**src/rtl/array8_arbiter_if.sv**
```systemverilog
// Bundle of requester A/B handshakes and the array port shared by the arbiter.
interface array8_arbiter_if #(
    parameter int unsigned DATA_W = 8,
    parameter int unsigned IDX_W  = 3
);
    logic              a_req;
    logic              a_we;
    logic [IDX_W-1:0]  a_idx;
    logic [DATA_W-1:0] a_wdata;
    logic              a_gnt;
    logic              a_rvalid;
    logic [DATA_W-1:0] a_rdata;

    logic              b_req;
    logic              b_we;
    logic [IDX_W-1:0]  b_idx;
    logic [DATA_W-1:0] b_wdata;
    logic              b_gnt;
    logic              b_rvalid;
    logic [DATA_W-1:0] b_rdata;

    logic              ready;
    logic              arr_en;
    logic              arr_wr_en;
    logic [IDX_W-1:0]  arr_wr_idx;
    logic [DATA_W-1:0] arr_wr_data;
    logic              arr_rd_en;
    logic [IDX_W-1:0]  arr_rd_idx;
    logic [DATA_W-1:0] arr_rd_data;

    modport slave (
        input  a_req, a_we, a_idx, a_wdata,
        input  b_req, b_we, b_idx, b_wdata,
        input  arr_rd_data,
        output a_gnt, a_rvalid, a_rdata,
        output b_gnt, b_rvalid, b_rdata,
        output ready, arr_en, arr_wr_en, arr_wr_idx, arr_wr_data, arr_rd_en, arr_rd_idx
    );

    modport master (
        output a_req, a_we, a_idx, a_wdata,
        output b_req, b_we, b_idx, b_wdata,
        output arr_rd_data,
        input  a_gnt, a_rvalid, a_rdata,
        input  b_gnt, b_rvalid, b_rdata,
        input  ready, arr_en, arr_wr_en, arr_wr_idx, arr_wr_data, arr_rd_en, arr_rd_idx
    );
endinterface

```
**src/rtl/array8_arbiter.sv**
```systemverilog
// Round-robin arbiter sharing the 8x8 register array port between requesters A and B.
// Pulses the array init enable once after reset, then serves one access per cycle.
module array8_arbiter #(
    parameter int unsigned DATA_W = 8,
    parameter int unsigned IDX_W  = 3
) (
    input  logic             clk,
    input  logic             reset,
    array8_arbiter_if.slave  bus
);
    localparam logic [0:0] S_INIT = 1'b0;
    localparam logic [0:0] S_RUN  = 1'b1;

    logic [0:0]        state;
    logic [0:0]        state_nxt;
    logic              rr_last;      // 1: B won the last grant
    logic              rr_last_nxt;
    logic              pend_a;
    logic              pend_b;
    logic              win_a;
    logic              win_b;
    logic              run;
    logic              init_en;
    logic              wr_en;
    logic [IDX_W-1:0]  wr_idx;
    logic [DATA_W-1:0] wr_data;
    logic              rd_en;
    logic [IDX_W-1:0]  rd_idx;

    // Outputs are held at zero while reset is asserted, even if state still reads RUN.
    assign run = (state == S_RUN) && !reset;

    always_ff @(posedge clk) begin
        if (reset) begin
            state   <= S_INIT;
            rr_last <= 1'b1;
            pend_a  <= 1'b0;
            pend_b  <= 1'b0;
        end else begin
            state   <= state_nxt;
            rr_last <= rr_last_nxt;
            pend_a  <= win_a && !bus.a_we;
            pend_b  <= win_b && !bus.b_we;
        end
    end

    always_comb begin
        state_nxt   = state;
        rr_last_nxt = rr_last;
        init_en     = 1'b0;
        win_a       = 1'b0;
        win_b       = 1'b0;
        wr_en       = 1'b0;
        wr_idx      = '0;
        wr_data     = '0;
        rd_en       = 1'b0;
        rd_idx      = '0;
        case (state)
            S_INIT: begin
                init_en   = !reset;
                state_nxt = S_RUN;
            end
            S_RUN: begin
                if (run) begin
                    if (bus.a_req && bus.b_req) begin
                        win_a = rr_last;
                        win_b = !rr_last;
                    end else begin
                        win_a = bus.a_req;
                        win_b = bus.b_req;
                    end
                end
                if (win_a || win_b) begin
                    rr_last_nxt = win_b;
                end
                // Route the winner's access onto the single array port.
                if (win_a) begin
                    wr_en   = bus.a_we;
                    wr_idx  = bus.a_we ? bus.a_idx : '0;
                    wr_data = bus.a_we ? bus.a_wdata : '0;
                    rd_en   = !bus.a_we;
                    rd_idx  = bus.a_we ? '0 : bus.a_idx;
                end else if (win_b) begin
                    wr_en   = bus.b_we;
                    wr_idx  = bus.b_we ? bus.b_idx : '0;
                    wr_data = bus.b_we ? bus.b_wdata : '0;
                    rd_en   = !bus.b_we;
                    rd_idx  = bus.b_we ? '0 : bus.b_idx;
                end
            end
            default: state_nxt = S_INIT;
        endcase
    end

    assign bus.ready       = run;
    assign bus.arr_en      = init_en;
    assign bus.a_gnt       = win_a;
    assign bus.b_gnt       = win_b;
    assign bus.arr_wr_en   = wr_en;
    assign bus.arr_wr_idx  = wr_idx;
    assign bus.arr_wr_data = wr_data;
    assign bus.arr_rd_en   = rd_en;
    assign bus.arr_rd_idx  = rd_idx;

    // Read data arrives from the array one cycle after the grant.
    assign bus.a_rvalid = pend_a && !reset;
    assign bus.b_rvalid = pend_b && !reset;
    assign bus.a_rdata  = bus.a_rvalid ? bus.arr_rd_data : DATA_W'(0);
    assign bus.b_rdata  = bus.b_rvalid ? bus.arr_rd_data : DATA_W'(0);
endmodule

```
**src/flat_wrapper.sv**
```systemverilog
// flat-port wrapper written by rule: the top's interface ports become plain ports
module array8_arbiter_flat 
#(
    parameter int unsigned DATA_W = 8,
    parameter int unsigned IDX_W  = 3
)
  (clk, reset, bus_a_req, bus_a_we, bus_a_idx, bus_a_wdata, bus_b_req, bus_b_we, bus_b_idx, bus_b_wdata, bus_arr_rd_data, bus_a_gnt, bus_a_rvalid, bus_a_rdata, bus_b_gnt, bus_b_rvalid, bus_b_rdata, bus_ready, bus_arr_en, bus_arr_wr_en, bus_arr_wr_idx, bus_arr_wr_data, bus_arr_rd_en, bus_arr_rd_idx);
  array8_arbiter_if #(.DATA_W(DATA_W), .IDX_W(IDX_W)) bus_i ();
  input  logic clk;
  input  logic reset;
  input wire logic [$bits(bus_i.a_req)-1:0] bus_a_req;
  input wire logic [$bits(bus_i.a_we)-1:0] bus_a_we;
  input wire logic [$bits(bus_i.a_idx)-1:0] bus_a_idx;
  input wire logic [$bits(bus_i.a_wdata)-1:0] bus_a_wdata;
  input wire logic [$bits(bus_i.b_req)-1:0] bus_b_req;
  input wire logic [$bits(bus_i.b_we)-1:0] bus_b_we;
  input wire logic [$bits(bus_i.b_idx)-1:0] bus_b_idx;
  input wire logic [$bits(bus_i.b_wdata)-1:0] bus_b_wdata;
  input wire logic [$bits(bus_i.arr_rd_data)-1:0] bus_arr_rd_data;
  output wire logic [$bits(bus_i.a_gnt)-1:0] bus_a_gnt;
  output wire logic [$bits(bus_i.a_rvalid)-1:0] bus_a_rvalid;
  output wire logic [$bits(bus_i.a_rdata)-1:0] bus_a_rdata;
  output wire logic [$bits(bus_i.b_gnt)-1:0] bus_b_gnt;
  output wire logic [$bits(bus_i.b_rvalid)-1:0] bus_b_rvalid;
  output wire logic [$bits(bus_i.b_rdata)-1:0] bus_b_rdata;
  output wire logic [$bits(bus_i.ready)-1:0] bus_ready;
  output wire logic [$bits(bus_i.arr_en)-1:0] bus_arr_en;
  output wire logic [$bits(bus_i.arr_wr_en)-1:0] bus_arr_wr_en;
  output wire logic [$bits(bus_i.arr_wr_idx)-1:0] bus_arr_wr_idx;
  output wire logic [$bits(bus_i.arr_wr_data)-1:0] bus_arr_wr_data;
  output wire logic [$bits(bus_i.arr_rd_en)-1:0] bus_arr_rd_en;
  output wire logic [$bits(bus_i.arr_rd_idx)-1:0] bus_arr_rd_idx;
  assign bus_i.a_req = bus_a_req;
  assign bus_i.a_we = bus_a_we;
  assign bus_i.a_idx = bus_a_idx;
  assign bus_i.a_wdata = bus_a_wdata;
  assign bus_i.b_req = bus_b_req;
  assign bus_i.b_we = bus_b_we;
  assign bus_i.b_idx = bus_b_idx;
  assign bus_i.b_wdata = bus_b_wdata;
  assign bus_i.arr_rd_data = bus_arr_rd_data;
  assign bus_a_gnt = bus_i.a_gnt;
  assign bus_a_rvalid = bus_i.a_rvalid;
  assign bus_a_rdata = bus_i.a_rdata;
  assign bus_b_gnt = bus_i.b_gnt;
  assign bus_b_rvalid = bus_i.b_rvalid;
  assign bus_b_rdata = bus_i.b_rdata;
  assign bus_ready = bus_i.ready;
  assign bus_arr_en = bus_i.arr_en;
  assign bus_arr_wr_en = bus_i.arr_wr_en;
  assign bus_arr_wr_idx = bus_i.arr_wr_idx;
  assign bus_arr_wr_data = bus_i.arr_wr_data;
  assign bus_arr_rd_en = bus_i.arr_rd_en;
  assign bus_arr_rd_idx = bus_i.arr_rd_idx;
  array8_arbiter #(.DATA_W(DATA_W), .IDX_W(IDX_W)) u_core (.clk(clk), .reset(reset), .bus(bus_i));
endmodule
```
**config.mk**
```make
export PLATFORM = sky130hd
export DESIGN_NAME = array8_arbiter_flat
export DESIGN_NICKNAME = d
export VERILOG_FILES = /design/src/rtl/array8_arbiter_if.sv /design/src/rtl/array8_arbiter.sv /design/src/flat_wrapper.sv
export SDC_FILE = /design/constraint.sdc
export NUM_CORES = 1
export LEC_CHECK = 0
export CORE_MARGIN = 5
export CORE_UTILIZATION = 25
export CTS_BUF_LIST = sky130_fd_sc_hd__clkbuf_4
export DETAILED_ROUTE_END_ITERATION = 16
export PLACE_DENSITY = 0.87
export SYNTH_ARGS = -nofsm -noshare
export SYNTH_HDL_FRONTEND = slang
export SYNTH_SLANG_ARGS = --single-unit
export TNS_END_PERCENT = 1
```
**constraint.sdc**
```tcl
create_clock -name clk -period 1.8 [get_ports clk]
set_input_delay 0.36 -clock clk [delete_from_list [all_inputs] [get_ports clk]]
set_output_delay 0.36 -clock clk [all_outputs]
set_load 0.005 [all_outputs]
```
Fig. 1: run 1, the clock network
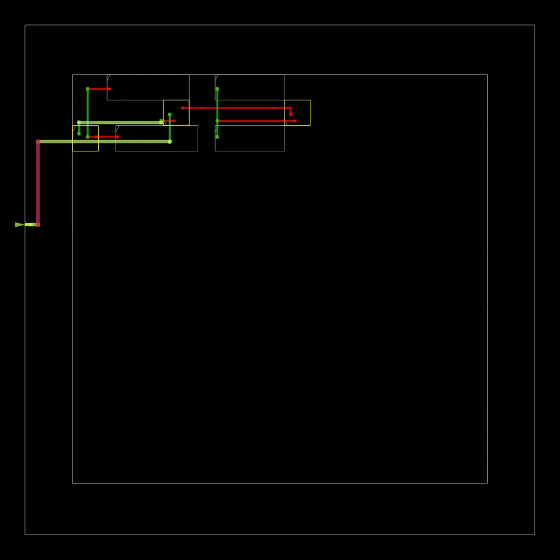
P_clk: 108 uW
FFs & Latches: 4
# clk buffers: 3
Clock Skew: 0.00333 ns

Fig. 2: run 1, metal 3
(8 px per um) Cells faint in the background.
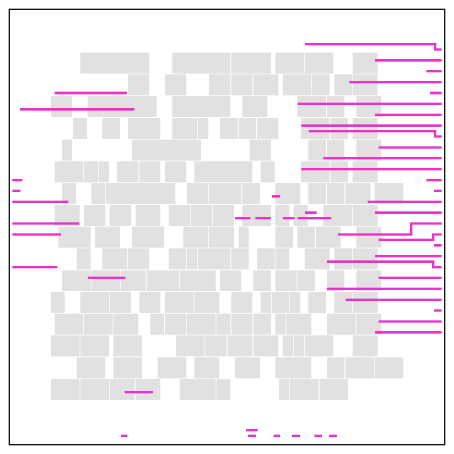
- nets with wire on the layer: 42
- wire length on this layer: 326 um
- main direction: horizontal

==> flow_summary.json, run 1 <==
{
  "netlist_area_um2": 489,
  "simple_gate_area_share_pct": 54.7,
  "synth_area_per_cell_um2": 7.41,
  "antenna_left": 0,
  "grt_max_degree": 10,
  "globalRouteOverflowTotal": 0,
  "die_area_um2": 2940,
  "grt_pass1_vias": 932,
  "yosys.area_share.aoi_pct": 26.6,
  "cts_tree": "yes",
  "hold_path.class": "primary input to flip-flop",
  "postLayoutCoreUtil_pct": 73.2,
  "cts_root_buf": "clkbuf_4",
  "worst-path-buf-inv": 3,
  "die_h_um": 54.2,
  "clk_pin_slew_ns": 0.03,
  "hold_viol": 0,
  "clk_latency_ns": 0.23,
  "critPathRequiredTime_ns": 1.44,
  "post_drt_wl_per_cell_um": 16.4,
  "initial_utilization_pct": 25.5,
  "rows": 16,
  "syn_nets": 102,
  "rsz0062_at_grt": "yes",
  "critPathMaxFanout": 5,
  "hp-start": "reset",
  "hpwlAfterDp_um": 2540,
  "status": "finished with violations",
  "path_depth": 6,
  "fmax_mhz": 512,
  "max-cap-violations": 0,
  "mux_area_share_pct": 0,
  "cp_slowest_cell": "dfxtp_4",
  "crit_start": "u_core.rr_last$_SDFFE_PP1P_",
  "setup_violations": 3,
  "rr_worst_depth": 4,
  "first_iter_violations": 2,
  "track_usage_pct": 22.2,
  "numSynthFlops": 4,
  "nNetsFinal": 199,
  "grt_pass1_wl_um": 4530,
  "tightestPinTransition_ns": 0.168,
  "nFillCells": 175,
  "min_period_ns": 1.95,
  "pin_count": 74,
  "clock_path_buffers": 2,
  "endpoint": "bus_arr_wr_data[5]",
  "crit_type": "flip-flop to primary output",
  "drt-pass1-iter-count": 4,
  "ys_cells": 66,
  "cts_buffers": 3,
  "ir_worst_vdd_v": 0.000411,
  "diodes": 0,
  "drcViolationCount": 0,
  "drive_gt1_share_pct": 32.3,
  "chipWidth_um": 54.2,
  "hold-path-cell-count": 3,
  "max_stage_delay_ns": 0.36,
  "violations": "negative setup slack",
  "dp_slack_ns": -0.595,
  "place.gp.congestion": 0.849,
  "slew_headroom_pct": 88.8,
  "log.warning_count": 28,
  "worst_path_most_repeated_cell": "buf_4",
  "slew_violations": 0,
  "cp-end-kind": "primary output",
  "cp_cell_sequence": "and2b_2, nor2_4, buf_4, buf_4, a22o_1, clkdlybuf4s15_2",
  "fin_crit_sh_pct": 108,
  "r2r_end": "u_core.pend_a$_SDFF_PP0_",
  "ys_area_um2": 489,
  "portBuffers": 73,
  "logic_family": "simple AND/OR/NAND/NOR gates",
  "synth_seq_share_pct": 16.4,
  "r2r_slack_ns": 0.73,
  "leakagePower_uw": 0.000793,
  "core_um2": 1920,
  "yosysWarnings": 0,
  "finalWorstSetupSlack_ns": -0.153,
  "ys_types": 18,
  "arrival_ns": 1.59,
  "r2r_start": "u_core.state$_DFF_P_",
  "postCtsHoldBufs": 0,
  "power_density_nw_per_um2": 282,
  "antenna_found_initial": 0,
  "critPathLaunchType": "flip-flop",
  "via_per_inst": 4.78,
  "ys_sh_adder_pct": 0,
  "critPathTopFamily": "buffers and inverters",
  "cts_sinks": 4,
  "synth_cells": 66,
  "ys_sh_xor_pct": 0,
  "htree_levels": 1,
  "hold_path_end": "u_core.state$_DFF_P_",
  "syn2layout_area_growth_pct": 187
}
Fig. 3: run 1, the metal 4 layer
(6 px per um) Supply wires on this layer in grey. Cells faint in the background.
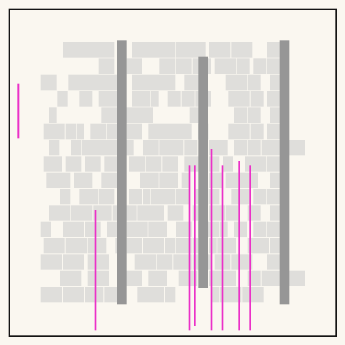
- share of all routed wire: 6.3%
- longest straight run: 29.9 um
- nets with wire on the layer: 8
- wire length on this layer: 195 um
- main direction: vertical
final wirelength: 3080 um
DR vias: 899

[run 1: timing repair]
| item | CTS | global route |
|---|---|---|
| pin swaps | 9 | 5 |
| setup buffers | 5 | 5 |
| gates cloned | 0 | 0 |
| setup endpoints to repair | 38 | 18 |
| resized | 74 | 16 |
[run 1: cells in the final DEF (no fill, tap or decap), types with 3 or more instances in the layout]
master / n
buf_4: 21
nor2_1: 3
dlygate4sd2_1: 25
a22o_1: 8
buf_2: 3
and3_1: 3
clkbuf_4: 3
o22ai_1: 6
clkdlybuf4s50_1: 31
nand2_1: 7
clkbuf_2: 8
and2_1: 16
clkdlybuf4s15_2: 4
[run 1: cells in the mapped netlist]
cell type	instances	area share, %
and3_1	3	3.8
clkbuf_1	2	1.5
nand3b_1	1	1.5
nor2_1	3	2.3
nand2b_1	1	1.3
dfxtp_1	4	16
and2_1	17	22
inv_1	1	0.77
nand2_1	7	5.4
nor2b_1	2	2.6
a21oi_1	1	1.0
nand3b_2	1	2.3
nand4b_2	2	6.1
o22ai_1	8	10
a22o_1	8	14
nor2_4	2	4.6
o21ai_0	1	1.0
and2b_1	2	3.1
[run 1: report_power, final]
group | internal [uW] | switching, uW
Combinational | 124 | 69.0
Sequential | 92.0 | 4.75
Clock | 74.3 | 33.3
[run 1: final cells by class]
type / instances / area, um^2 / share of cell area, %
Multi-Input combinational cell: 59 / 449 / 31.9
Sequential cell: 4 / 87.6 / 6.23
Tap cell: 27 / 33.8 / 2.40
Clock buffer: 3 / 22.5 / 1.60
Timing Repair Buffer: 94 / 810 / 57.6
Inverter: 1 / 3.75 / 0.267
[run 1: per-stage QoR]
| stage | hold slack (ns) | instance area (um^2) | setup TNS, ns | instances | total power, uW |
|---|---|---|---|---|---|
| final | 0.464 | 1410 | -0.197 | 188 | 397 |
| after global routing | 0.468 | 1410 | -0.600 | 188 | 430 |
| after CTS | 0.575 | 1400 | -0.366 | 183 | 401 |
| after detailed placement | 0.703 | 1330 | -16.90 | 175 | 287 |
| after global placement | 0.671 | 1330 | -15.80 | 175 | 280 |
| after floorplan | 0.430 | 489 | 0 | 66 | 141 |
[run 1: routing by layer]
layer / up-vias / part of all wire [%] / GRT usage (%)
met5: - / 0 / 0
met4: 0 / 6.3 / 13.7
met3: 16 / 11 / 8.45
met2: 51 / 53 / 43.2
met1: 398 / 30 / 18.2
li1: 434 / - / -
[run 1: worst register-to-register path: cells and delay by family (launching register included)]
kind,cells,cell delay (ns)
flip-flops,1,0.37
AND/OR/NAND/NOR,3,0.46
buffers and inverters,1,0.18
[run 1: cell families after synthesis]
logic type / count (synthesis)
buffers and inverters: 3
and+or+nand+nor: 41
AOI/OAI and AO/OA: 18
DFF: 4
[run 1: sequential cells by signal, summed over array words and instances (netlist names)]
name	cells
u_core.pend_a	1
u_core.pend_b	1
u_core.state	1
u_core.rr_last	1
Fig. 4: run 1, pin map
(6 px per um) Pins as bars across the die edge, other pins in grey.
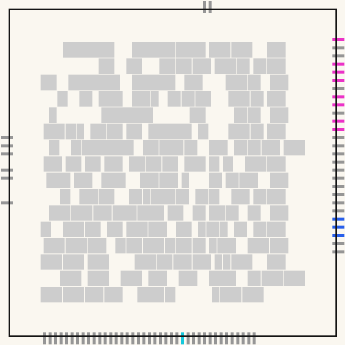

==> run 2, diff against run 1 <==
--- a/config.mk
+++ b/config.mk
@@ -5,6 +5,7 @@
 export SDC_FILE = /design/constraint.sdc
 export NUM_CORES = 1
 export LEC_CHECK = 0
+export CORE_ASPECT_RATIO = 0.9
 export CORE_MARGIN = 5
 export CORE_UTILIZATION = 25
 export CTS_BUF_LIST = sky130_fd_sc_hd__clkbuf_4
Fig. 5: run 2, pin map
(6 px per um) Pins as bars across the die edge, other pins in grey.
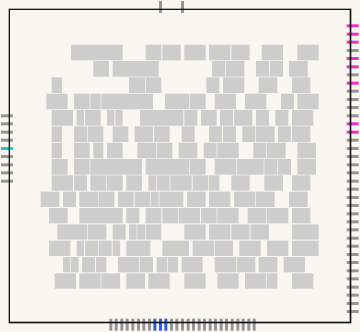
- cyan: `bus_ready` (pins 1; direction output; edge left)
- blue: `bus_b_idx` (pins 3; direction input; edge bottom)
- magenta: `bus_arr_rd_data` (pins 8; direction input; edge right)
- all pins by edge: 36 right, 27 bottom, 9 left, 2 top

Fig. 6: run 2, metal 3
(8 px per um) Cells faint in the background.
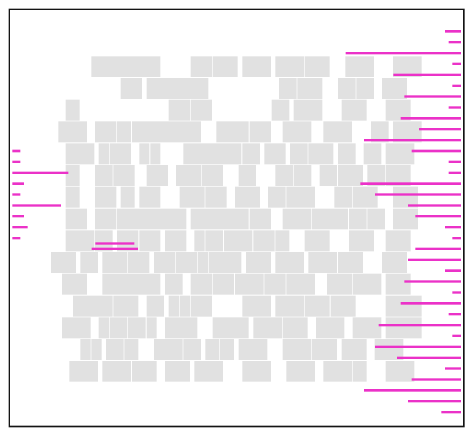
- main direction: horizontal
- wire length on this layer: 220 um
- nets with wire on the layer: 47
- longest straight run: 14.1 um
- share of all routed wire: 7.8%

==> run 2 against run 1 <==
The flow still finishes with violations (negative setup slack). Die area is essentially flat. Critical endpoint is now bus_arr_wr_data[3]. Sequential share of layout area shrank 0.26 points. Highest routed layer is now met3. Critical path type is now primary input to primary output. Non-clock buffer count grew 2. Flip-flop count is the same. Wire length shrank 8.6%. Critical path depth shrank 1. First-iteration DRC count grew to 7.5 times the previous value. Design area grew 1.4%. Synthesized cell count is the same. Combinational power is essentially flat.
==> flow_summary.json, run 2 <==
{
  "fmax_mhz": 504,
  "critPathLaunchType": "primary input",
  "ir_worst_vdd_v": 0.000304,
  "slew_violations": 0,
  "ys_cells": 66,
  "drive_gt1_share_pct": 29.4,
  "nNetsFinal": 201,
  "synth-async-reset-ratio_pct": 0,
  "htree_levels": 1,
  "globalRouteOverflowTotal": 0,
  "die_h_um": 52.0,
  "antenna_left": 0,
  "via_per_inst": 4.65,
  "synth_area_per_cell_um2": 7.41,
  "die_area_um2": 2940,
  "postLayoutCoreUtil_pct": 75.2,
  "critPathRequiredTime_ns": 1.44,
  "slew_headroom_pct": 87.9,
  "numSynthFlops": 4,
  "vias": 875,
  "hold_viol": 0,
  "clk_pin_slew_ns": 0.04,
  "clk_latency_ns": 0.22,
  "hp-start": "reset",
  "pin_count": 74,
  "syn_nets": 102,
  "critPathTopFamily": "buffers and inverters",
  "cts_root_buf": "clkbuf_4",
  "power_density_nw_per_um2": 279,
  "drt-pass1-iter-count": 4,
  "yosysWarnings": 0,
  "ys_types": 18,
  "crit_start": "bus_b_we",
  "yosys.area.top_type": "and2_1",
  "rr_worst_depth": 6,
  "first_iter_violations": 15,
  "holdWs_ns": 0.459,
  "most-common-layout-cells": "clkdlybuf4s50_1, buf_4, dlygate4sd2_1",
  "cts_tree": "yes",
  "edf_count": 0,
  "antenna_found_initial": 0,
  "top_cell": "and2_1",
  "wl_um": 2810,
  "clock_path_buffers": 2,
  "rsz0062_at_grt": "yes",
  "nFillCells": 146,
  "max-cap-violations": 0,
  "cp_cell_sequence": "clkdlybuf4s15_1, nand4b_4, nor2_4, a22o_1, clkdlybuf4s50_1",
  "pwr-share-comb_pct": 49.1,
  "violations": "negative setup slack",
  "track_usage_pct": 17.8,
  "grt_max_degree": 10,
  "endpoint": "bus_arr_wr_data[3]",
  "fin_crit_sh_pct": 110,
  "r2r_slack_ns": 0.51,
  "synth_top_area_share_pct": 21.7,
  "finalWorstSetupSlack_ns": -0.183,
  "status": "finished with violations",
  "initial_utilization_pct": 25.8,
  "syn2layout_area_growth_pct": 192,
  "grt_pass1_vias": 905,
  "chipWidth_um": 56.6,
  "leakagePower_uw": 0.000824,
  "crit_type": "primary input to primary output",
  "path_depth": 5,
  "hold_path.class": "primary input to flip-flop",
  "seq_area_um2": 85.1,
  "cp-end-kind": "primary output",
  "arrival_ns": 1.62,
  "synth_cells": 66,
  "worst-path-buf-inv": 2,
  "post_drt_wl_per_cell_um": 15.0,
  "place.gp.congestion": 0.812,
  "r2r_start": "u_core.state$_DFF_P_",
  "diodes": 0,
  "core_um2": 1900,
  "netlist_top_cells_count": "and2_1, a22o_1, o22ai_1",
  "cp_slowest_cell": "clkdlybuf4s50_1",
  "r2r_end": "u_core.pend_a$_SDFF_PP0_",
  "ys_top_cells_by_area": "and2_1, dfxtp_1, a22o_1, o22ai_1, nand4b_2",
  "max_stage_delay_ns": 0.50,
  "clockPowerShare_pct": 26.6,
  "seq_power_share_pct": 24.2,
  "setup_violations": 3,
  "lay_top_count": "clkdlybuf4s50_1",
  "tightestPinTransition_ns": 0.180,
  "log.warning_count": 28,
  "cts_sinks": 4,
  "ff_type": "dfxtp_1",
  "min_period_ns": 1.98,
  "logic_area_um2": 443,
  "synth_seq_share_pct": 16.4,
  "critPathMaxFanout": 7,
  "portBuffers": 73,
  "rows": 15,
  "netlist_area_um2": 489,
  "drcViolationCount": 0,
  "clock_skew_ns": 0.00167,
  "setup-tns-final_ns": -0.360,
  "ys_area_um2": 489,
  "hpwlAfterDp_um": 2270,
  "cts_buffers": 3
}
[run 2: cell types whose count changed in the layout (fill, tap and decap cells not counted), moves of 2 or more]
cell	previous run	this run
buf_4	21	24
clkbuf_2	8	4
clkdlybuf4s15_2	4	1
clkdlybuf4s50_1	31	35
dlygate4sd2_1	25	23
dlymetal6s2s_1	1	3
[run 2: layer usage]
layer	track usage, %	up-vias	routed length, um
met5	0	-	0
met3	3.23	0	219
li1	-	435	-
met4	2.37	0	0
met2	38.5	49	1470
met1	17.8	391	1120
[run 2: worst min-delay path by stage]
| stage | cells after the start | end | slack [ns] |
|---|---|---|---|
| final | 3 | u_core.state$_DFF_P_ | 0.46 |
| after global routing | 3 | u_core.state$_DFF_P_ | 0.47 |
| after CTS | 3 | u_core.state$_DFF_P_ | 0.44 |
| after floorplan | 1 | u_core.state$_DFF_P_ | 0.43 |
| after global placement | 3 | u_core.rr_last$_SDFFE_PP1P_ | 0.63 |
| after detailed placement | 3 | u_core.rr_last$_SDFFE_PP1P_ | 0.70 |
[run 2: what timing repair did]
item | CTS | global route
hold buffers | 0 | 0
pin swaps | 8 | 5
buffers inserted | 7 | 1
resized | 56 | 17
setup endpoints to repair | 38 | 16
[run 2: power by group through the flow]
| stage | logic [uW] | registers, uW | clock network (uW) |
|---|---|---|---|
| 2_1_floorplan | 44.0 | 97.2 | 0 |
| 3_3_place_gp | 188 | 96.8 | 0 |
| 3_5_place_dp | 192 | 97.0 | 0 |
| 4_1_cts | 195 | 96.2 | 113 |
| 5_1_grt | 209 | 97.0 | 116 |
| 6_report | 196 | 96.5 | 106 |
[run 2: logic make-up (layout without fill, tap and decap cells)]
family / Yosys count / in the layout / synth area share [%]
simple gates: 41 / 41 / 54.7
compound gates: 18 / 18 / 26.6
buf+inv: 3 / 100 / 2.30
flops: 4 / 4 / 16.4
[run 2: worst register-to-register path: cells and delay by family, from the launching register on]
kind / cells / cell delay, ns
DFF: 1 / 0.38
buffers and inverters: 3 / 0.42
and+or+nand+nor: 3 / 0.44
[run 2: through the flow]
step,setup WS [ns],area [um^2],instances,power [uW]
detailed placement,-0.565,1360,177,289
finish,-0.183,1430,188,398
CTS,-0.240,1430,187,404
global placement,-0.512,1360,177,284
floorplan,0.473,489,66,141
global route,-0.239,1430,188,422
[run 2: final cells by class]
cell class              instances  share of cell area [%]
clock buffers                   3                    1.58
flip-flops and latches          4                    5.96
multi-input cells              59                    31.1
repair buffers                 96                    58.9
well taps                      25                    2.19
inverters                       1                   0.263
Fig. 7: run 2, the clock network
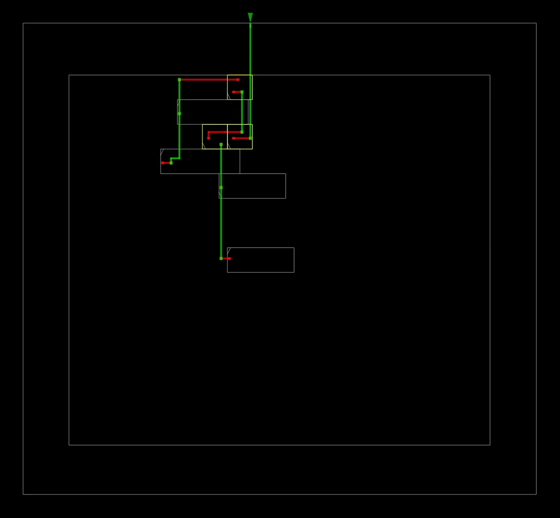

==> run 3, diff against run 2 <==
--- a/config.mk
+++ b/config.mk
@@ -6,7 +6,6 @@
 export NUM_CORES = 1
 export LEC_CHECK = 0
 export CORE_ASPECT_RATIO = 0.9
-export CORE_MARGIN = 5
 export CORE_UTILIZATION = 25
 export CTS_BUF_LIST = sky130_fd_sc_hd__clkbuf_4
 export DETAILED_ROUTE_END_ITERATION = 16
Fig. 8: run 3, the clock network
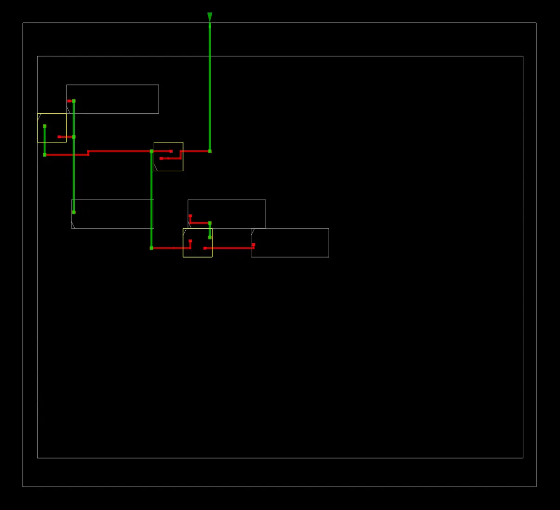
CTS sink count: 4
number of buffers created by CTS: 3

==> run 3 against run 2 <==
The run still ends with negative setup slack left. Total power is 1.4% higher. Via count increased by 1.8%. Synthesized area did not move. Sequential power up 1%. Final cell count decreased by 3.2%. Synthesized cell count did not move. Largest cell class unchanged.
==> flow_summary.json, run 3 <==
{
  "antenna_left": 0,
  "hold_path.class": "primary input to flip-flop",
  "syn_nets": 102,
  "initial_utilization_pct": 27.9,
  "r2r_end": "u_core.pend_a$_SDFF_PP0_",
  "violations": "negative setup slack",
  "edf_count": 0,
  "slew_headroom_pct": 85.0,
  "power_density_nw_per_um2": 284,
  "tightestPinTransition_ns": 0.225,
  "place.gp.congestion": 0.840,
  "ff_type": "dfxtp_1",
  "antenna_found_initial": 0,
  "ys_cells": 66,
  "grt_pass1_vias": 950,
  "status": "finished with violations",
  "synth_seq_share_pct": 16.4,
  "hold_viol": 0,
  "synth-async-reset-ratio_pct": 0,
  "ir_worst_vdd_v": 0.000338,
  "max-cap-violations": 0,
  "max_stage_delay_ns": 0.27,
  "crit_type": "primary input to primary output",
  "critPathMaxFanout": 6,
  "critPathLaunchType": "primary input",
  "hpwlAfterDp_um": 2110,
  "synth_area_per_cell_um2": 7.41,
  "synth_cells": 66,
  "ys_types": 18,
  "drcViolationCount": 0,
  "hold_path_end": "u_core.state$_DFF_P_",
  "ys_top_cells_by_area": "and2_1, dfxtp_1, a22o_1, o22ai_1, nand4b_2",
  "setup_violations": 4,
  "drive_gt1_share_pct": 26.6,
  "leakagePower_uw": 0.000824,
  "dp_slack_ns": -0.608,
  "wl_um": 2850,
  "vias": 891,
  "syn2layout_area_growth_pct": 191,
  "nNetsFinal": 196,
  "cp_cell_sequence": "clkdlybuf4s15_2, and2b_1, nor2_4, buf_4, a22o_1, dlygate4sd2_1",
  "postCtsHoldBufs": 0,
  "drt-pass1-iter-count": 4,
  "diodes": 0,
  "most-common-layout-cells": "dlygate4sd2_1, clkdlybuf4s50_1, buf_4",
  "clk_pin_slew_ns": 0.04,
  "layout.cells.non_filler": 182,
  "rsz0062_at_grt": "yes",
  "worst-path-buf-inv": 3,
  "cts_root_buf": "clkbuf_4",
  "min_period_ns": 1.90,
  "netlist_top_cells_count": "and2_1, a22o_1, o22ai_1",
  "yosysWarnings": 0,
  "r2r_slack_ns": 0.58,
  "grt_max_degree": 10,
  "hold-path-cell-count": 3,
  "core_um2": 1750,
  "die_area_um2": 2140,
  "post_drt_wl_per_cell_um": 15.7,
  "cp_slowest_cell": "clkdlybuf4s15_2",
  "first_iter_violations": 13,
  "critPathTopFamily": "buffers and inverters",
  "fin_area_um2": 1420,
  "slew_violations": 0,
  "arrival_ns": 1.54,
  "globalRouteOverflowTotal": 0,
  "die_h_um": 44.0,
  "grt_pass1_wl_um": 4400,
  "netlist_area_um2": 489,
  "top_cell": "and2_1",
  "cp-end-kind": "primary output",
  "synth_top_area_share_pct": 21.7,
  "pin_count": 74,
  "track_usage_pct": 27.3,
  "chipWidth_um": 48.6,
  "lay_top_count": "dlygate4sd2_1",
  "r2r_start": "u_core.state$_DFF_P_",
  "fmax_mhz": 526,
  "clock_path_buffers": 2,
  "log.warning_count": 28,
  "finalWorstSetupSlack_ns": -0.103,
  "clk_latency_ns": 0.23,
  "critPathRequiredTime_ns": 1.44,
  "fin_crit_sh_pct": 106,
  "setup-tns-final_ns": -0.335,
  "portBuffers": 73,
  "rr_worst_depth": 5,
  "cts_tree": "yes",
  "numSynthFlops": 4,
  "place_area_um2": 1330,
  "via_per_inst": 4.90,
  "postLayoutCoreUtil_pct": 81.1,
  "hp-start": "reset",
  "dp.cells": 173,
  "yosys.area.top_type": "and2_1",
  "clock_skew_ns": 0.000676,
  "ys_area_um2": 489,
  "htree_levels": 1
}
Fig. 9: run 3, placed cells, one colour a class
(12 px per um)
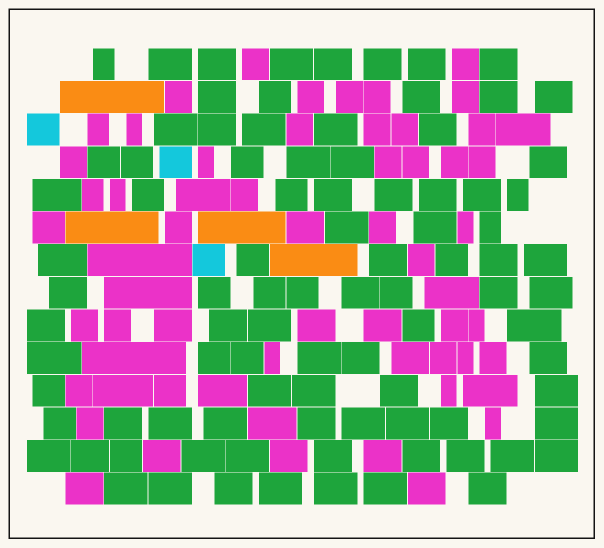
- green: remaining buffers and delay cells (cells 91; share of their area 59%)
- cyan: clock drivers (cells 3; share of their area 1.6%)
- magenta: combinational and other logic (cells 60; share of their area 34%)
- orange: sequential cells (cells 4; share of their area 6.1%)
Rows: 14
sequential cell area share: 5.99%

[run 3: cell counts after synthesis]
Identical to the previous run, type by type.
[run 3: through the flow]
stage | total power, uW | hold WS (ns)
floorplan | 141 | 0.430
global placement | 282 | 0.660
detailed placement | 286 | 0.689
CTS | 401 | 0.546
global route | 426 | 0.487
finish | 403 | 0.470
[run 3: kinds of logic after synthesis]
family | count (synthesis) | synth area share [%]
DFF | 4 | 16.4
and+or+nand+nor | 41 | 54.7
buffers and inverters | 3 | 2.30
AOI/OAI and AO/OA | 18 | 26.6
[run 3: worst min-delay path, cell delays in order]
cell,delay (ns)
buf_2,0.12
buf_4,0.13
inv_1,0.05
[run 3: area by class of cell]
class                   instances  area (um^2)
clock buffers                   3         22.5
fillers                       129          330
inverters                       1         3.75
multi-input cells              59          465
flip-flops and latches          4         85.1
well taps                      24         30.0
repair buffers                 91          815
[run 3: power breakdown]
group	switching, uW	internal, uW
combinational	71.2	126
sequential	5.09	92.8
clock	33.6	74.4
[run 3: worst max path at each step]
stage	slack, ns	startpoint	depth (start not counted)	endpoint
final	-0.10	bus_b_req	6	bus_arr_wr_data[3]
after global routing	-0.18	u_core.state$_DFF_P_	4	bus_arr_rd_en
after CTS	-0.19	bus_a_req	6	bus_arr_wr_idx[0]
after detailed placement	-0.61	bus_b_req	5	bus_arr_wr_data[3]
after global placement	-0.52	bus_b_req	5	bus_arr_wr_data[4]
after floorplan	0.47	reset	3	bus_arr_wr_data[0]
[run 3: per-layer routing]
layer	wire, um	track usage, %
met5	0	0
met1	1090	28.2
met4	103	14.1
met2	1490	50.8
met3	162	7.72
[run 3: timing repair]
action                     4_1_cts  5_1_grt
setup endpoints to repair       38       21
pin swaps                        9        2
buffers inserted                 6        0
resized                         64        6
Power figures rest on the tool's default switching activity, not on a simulated workload.
